sizes.png
(4 px per µm)
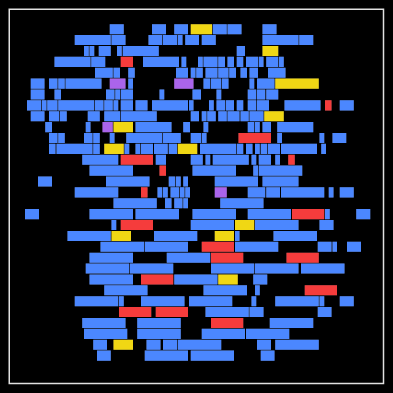
placement.png
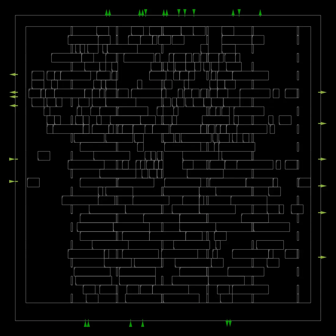
==> config.mk <==
export PLATFORM = sky130hd
export DESIGN_NAME = alu_result_buffer
export DESIGN_NICKNAME = d
export VERILOG_FILES = /design/src/rtl/alu_pkg.sv /design/src/rtl/alu_result_buffer_sat_counter.sv /design/src/rtl/alu_result_buffer.sv
export SDC_FILE = /design/constraint.sdc
export NUM_CORES = 1
export LEC_CHECK = 0
export CAP_MARGIN = 40
export CORE_MARGIN = 3
export CORE_UTILIZATION = 40
export DETAILED_ROUTE_END_ITERATION = 6
export GPL_TIMING_DRIVEN = 0
export PLACE_DENSITY = 0.65
export SLEW_MARGIN = 20
export SYNTH_ARGS = -nofsm -noshare
export SYNTH_HDL_FRONTEND = slang
export SYNTH_SLANG_ARGS = --single-unit
==> constraint.sdc <==
create_clock -name clk -period 5.9 [get_ports clk]
set_input_delay 1.18 -clock clk [delete_from_list [all_inputs] [get_ports clk]]
set_output_delay 1.18 -clock clk [all_outputs]
set_load 0.02 [all_outputs]
==> flow_summary_export.csv <==
group,metric,value,unit
sta,rsz0062_at_grt,"no",
cells_and_area,combGateArea,0.00106,mm²
cells_and_area,utilization,0.501,
sta,final-hold-violation-count,0,
critical_path,crit_arrival,2.61,ns
critical_path,crit_family,"buffers and inverters",
clock_tree,hold_buffers,0,
sta,relSlewSlack,0.572,
cells_and_area,logic_gate_count,135,
floorplan,coreArea,0.00733,mm²
grt,track_usage,0.145,
power,power.total,1.35,mW
floorplan,ios,31,
clock_tree,cts_setup_buffers,0,
power,internal-power,927,µW
power,p_comb_frac,0.322,
critical_path,path_depth,5,
floorplan,die_area,0.00869,mm²
logic_synthesis,ys_warn_count,0,
critical_path,path_class,"reg2out",
cells_and_area,n_fill_cell,613,
logic_synthesis,syn_area_per_cell,14.0,µm²
grt,antenna_found_initial,0,
critical_path,r2r_slack,2.99,ns
floorplan,die_x,93.2,µm
cells_and_area,flops,67,
clock_tree,clk_pin_slew,0.07,ns
outcome,status,"finished, final reports clean",
logic_synthesis,mux_share,0.115,
detailed_routing,drtIter0Drc,170,
cells_and_area,nClkBuffers,11,
cells_and_area,antennaDiodeCount,0,
power,p_comb,434,µW
detailed_routing,ant_nets,0,
logic_synthesis,yosysMostFrequentCell,"edfxtp_1",
cells_and_area,clock_cell_area_share,0.0504,
cells_and_area,seqCellArea,0.00192,mm²
placement,post-place-cells,348,
clock_tree,cts_root_buf,"clkbuf_8",
clock_tree,tritoncts.num_buffers,9,
sta,fmax,264,MHz
logic_synthesis,yosys_area,0.00304,mm²
grt,grt_max_degree,20,
detailed_routing,vias_per_cell,5.24,
run,maxCapViolations,0,
critical_path,end_kind,"output port",
detailed_routing,detail_route.first_pass.iterations,4,
logic_synthesis,fa_ha_area_frac,0.0206,
logic_synthesis,synthSimpleGateAreaFrac,0.116,
cells_and_area,layout.cells.most_common,"edfxtp_1",
logic_synthesis,syn-cell-area,0.00304,mm²
grt,use_met2,0.214,
cells_and_area,synthToLayoutAreaGrowth,20.9,%
clock_tree,insertion_delay,0.33,ns
floorplan,tapCellCount,99,
cells_and_area,comb_area_frac,0.288,
floorplan,die_h,93.2,µm
placement,dpl_worst_slack,2.25,ns
## Picture notes: sizes.png
- blue: _0 and _1 cells (cells 233)
- purple: _3 and _4 cells (cells 4)
- yellow: _6 and larger (cells 12)
- red: _2 cells (cells 17)
Non-CTS buffers: 43
final instance area: 0.00368 mm²
PnR worst setup slack: 2.11 ns

## Picture notes: placement.png
row cnt: 31
Layout Cells excl Fill: 365

Power and IR drop assume default switching activity.
